$ cat src/rtl/systolic_result_drain_if.sv
// Result stream port of the systolic drain: one DW-bit word per valid/ready handshake.
interface systolic_result_drain_if #(
  parameter int DW = 16,
  parameter int IW = 4
);
  logic          res_valid;
  logic          res_ready;
  logic [DW-1:0] res_data;
  logic [IW-1:0] res_idx;
  logic          res_last;

  modport master (output res_valid, res_data, res_idx, res_last, input res_ready);
  modport slave  (input res_valid, res_data, res_idx, res_last, output res_ready);
endinterface

$ cat src/rtl/systolic_result_drain.sv
// Waits a fixed fill latency after start, snapshots the array's C bus, then
// streams the N*N results out in row-major order over a valid/ready port.
module systolic_result_drain #(
  parameter int N       = 3,
  parameter int DW      = 16,
  parameter int LATENCY = 8,
  parameter int IW      = 4
) (
  input  logic                clk,
  input  logic                rst,
  input  logic                start,
  input  logic [N*N*DW-1:0]   c_in,
  output logic                busy,
  output logic                done,
  output logic                err,
  systolic_result_drain_if.master res
);
  localparam int NW = N * N;

  typedef enum logic [1:0] {IDLE, WAIT, STREAM} state_t;

  state_t            state, state_nx;
  logic [7:0]        cnt;
  logic [IW-1:0]     idx;
  logic [NW*DW-1:0]  snap;
  logic              xfer;
  logic              last_word;

  assign xfer      = (state == STREAM) && res.res_ready;
  assign last_word = (idx == IW'(NW - 1));

  always_ff @(posedge clk or posedge rst) begin
    if (rst) state <= IDLE;
    else     state <= state_nx;
  end

  always_comb begin
    state_nx = state;
    case (state)
      IDLE:    if (start) state_nx = WAIT;
      WAIT:    if (cnt == '0) state_nx = STREAM;
      STREAM:  if (xfer && last_word) state_nx = IDLE;
      default: state_nx = IDLE;
    endcase
  end

  always_ff @(posedge clk or posedge rst) begin
    if (rst) begin
      cnt  <= '0;
      idx  <= '0;
      snap <= '0;
      done <= 1'b0;
      err  <= 1'b0;
    end else begin
      done <= xfer && last_word;
      // A start that arrives while a job is in flight is dropped, but remembered.
      if (start && state != IDLE) err <= 1'b1;
      case (state)
        IDLE:   if (start) cnt <= 8'(LATENCY - 1);
        WAIT: begin
          if (cnt != '0) begin
            cnt <= cnt - 1'b1;
          end else begin
            snap <= c_in;
            idx  <= '0;
          end
        end
        STREAM: if (xfer && !last_word) idx <= idx + 1'b1;
        default: ;
      endcase
    end
  end

  // Outputs are decoded from registers only, so reset clears them immediately.
  always_comb begin
    busy          = (state != IDLE);
    res.res_valid = (state == STREAM);
    res.res_data  = '0;
    res.res_idx   = '0;
    res.res_last  = 1'b0;
    if (state == STREAM) begin
      res.res_idx  = idx;
      res.res_last = last_word;
      for (int unsigned i = 0; i < NW; i++) begin
        if (idx == IW'(i)) res.res_data = snap[i*DW +: DW];
      end
    end
  end
endmodule

$ cat src/flat_wrapper.sv
// flat-port wrapper written by rule: the top's interface ports become plain ports
module systolic_result_drain_flat 
#(
  parameter int N       = 3,
  parameter int DW      = 16,
  parameter int LATENCY = 8,
  parameter int IW      = 4
)
  (clk, rst, start, c_in, busy, done, err, res_res_valid, res_res_data, res_res_idx, res_res_last, res_res_ready);
  systolic_result_drain_if #(.DW(DW), .IW(IW)) res_i ();
  input  logic clk;
  input  logic rst;
  input  logic start;
  input  logic [N*N*DW-1:0] c_in;
  output logic busy;
  output logic done;
  output logic err;
  output wire logic [$bits(res_i.res_valid)-1:0] res_res_valid;
  output wire logic [$bits(res_i.res_data)-1:0] res_res_data;
  output wire logic [$bits(res_i.res_idx)-1:0] res_res_idx;
  output wire logic [$bits(res_i.res_last)-1:0] res_res_last;
  input wire logic [$bits(res_i.res_ready)-1:0] res_res_ready;
  assign res_res_valid = res_i.res_valid;
  assign res_res_data = res_i.res_data;
  assign res_res_idx = res_i.res_idx;
  assign res_res_last = res_i.res_last;
  assign res_i.res_ready = res_res_ready;
  systolic_result_drain #(.N(N), .DW(DW), .LATENCY(LATENCY), .IW(IW)) u_core (.clk(clk), .rst(rst), .start(start), .c_in(c_in), .busy(busy), .done(done), .err(err), .res(res_i));
endmodule
$ cat config.mk
export PLATFORM = sky130hd
export DESIGN_NAME = systolic_result_drain_flat
export DESIGN_NICKNAME = d
export VERILOG_FILES = /design/src/rtl/systolic_result_drain_if.sv /design/src/rtl/systolic_result_drain.sv /design/src/flat_wrapper.sv
export SDC_FILE = /design/constraint.sdc
export NUM_CORES = 1
export LEC_CHECK = 0
export CAP_MARGIN = 10
export CORE_ASPECT_RATIO = 0.5
export CORE_MARGIN = 10
export CORE_UTILIZATION = 51
export CTS_CLUSTER_DIAMETER = 80
export CTS_CLUSTER_SIZE = 8
export DETAILED_ROUTE_END_ITERATION = 7
export PLACE_DENSITY = 0.88
export SETUP_SLACK_MARGIN = 0.3
export SLEW_MARGIN = 0
export SYNTH_ARGS = -nofsm -noshare
export SYNTH_HDL_FRONTEND = slang
export SYNTH_SLANG_ARGS = --single-unit
$ cat constraint.sdc
create_clock -name clk -period 7 [get_ports clk]
set_clock_uncertainty 0.2 [all_clocks]
set_input_delay 1.05 -clock clk [delete_from_list [all_inputs] [get_ports clk]]
set_output_delay 1.05 -clock clk [all_outputs]
set_load 0.05 [all_outputs]
==> impl_metrics.ini <==
; implementation run metrics
[finish]
non_clock_buffer_count = 177
nMultiInputCombCells = 445
design_area_um2 = 10100
diodes = 0
reg_top3 = u_core.snap (144), u_core.cnt (8), u_core.idx (4)
seq_area_um2 = 4000
finalNetCount = 1011
largest_class = sequential cells
inv_count = 54

[power]
p_comb_share_pct = 25.3
swShare_pct = 31.8

[synthesis]
floorplan.nets = 868
synth_cell_types = 50
async_reset_ff_share_pct = 100
synth-seq-cells = 160
synth-xor-area-share_pct = 0
top_logic_kind = AND-OR/OR-AND gates
top_cell = dfrtp_1

[route]
antenna_left = 0
drc = 0
viasPerCell = 6.00
highest_layer = met4
wl_met3_um = 1940
drt_pass1_iterations = 6

[clock_tree]
cts_made_buffers = 17
post_cts_buffers = 0
h-tree-depth = 4
clk_pin_slew_ns = 0.06

[worst_setup_path]
cp.depth = 5
path_buffers = 1
cp.arrival_ns = 4.09
cp_top_family = simple AND/OR/NAND/NOR gates
cp_max_fo = 25
crit_path_start_kind = flop

[status]
outcome = finished, final reports clean

[timing]
setup_slack_ns = 1.66
max_freq_ghz = 0.187
tightest_slew_ns = 1.22
rsz0062_at_grt = false

[min_path]
hold_class = flop to flop

[floorplan]
die_w_um = 195
rows = 31

[placement]
dp.cells = 1034
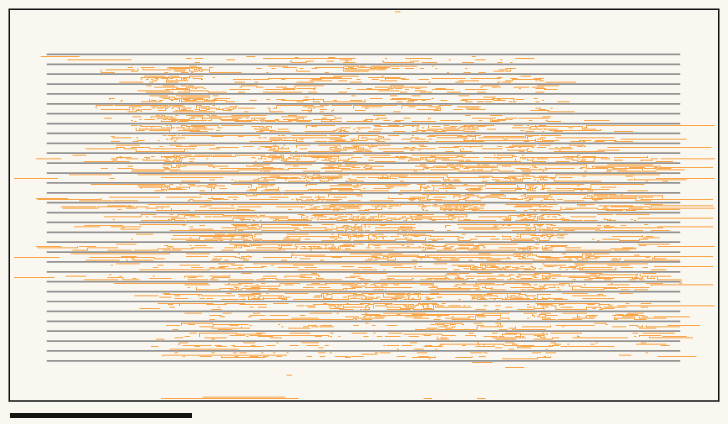
m1.png
Bar = 50 um. Supply wires on this layer in grey.
wire length on this layer: 9690 um
longest straight run: 46.5 um
Post-Route WL: 23800 um
Vias: 6395
met1 usage: 28.3%

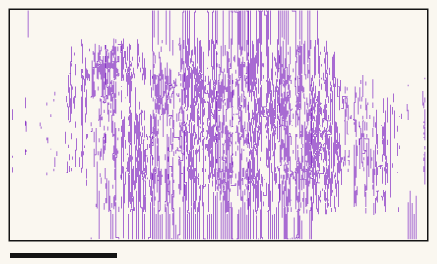
m2.png
Bar = 50 um.
share of all routed wire: 49%
longest straight run: 44.5 um
main direction: vertical
M2 GR Usage: 37.2%

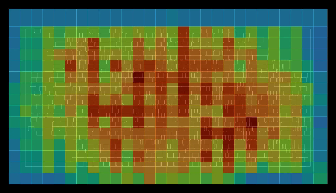
congestion_map.png
GR Util met3: 4.88%
drt wl/cell: 22.3 um
Layout Utilization: 68.4%
gr busiest metal: met2
Global Route Usage Sum: 22.2%

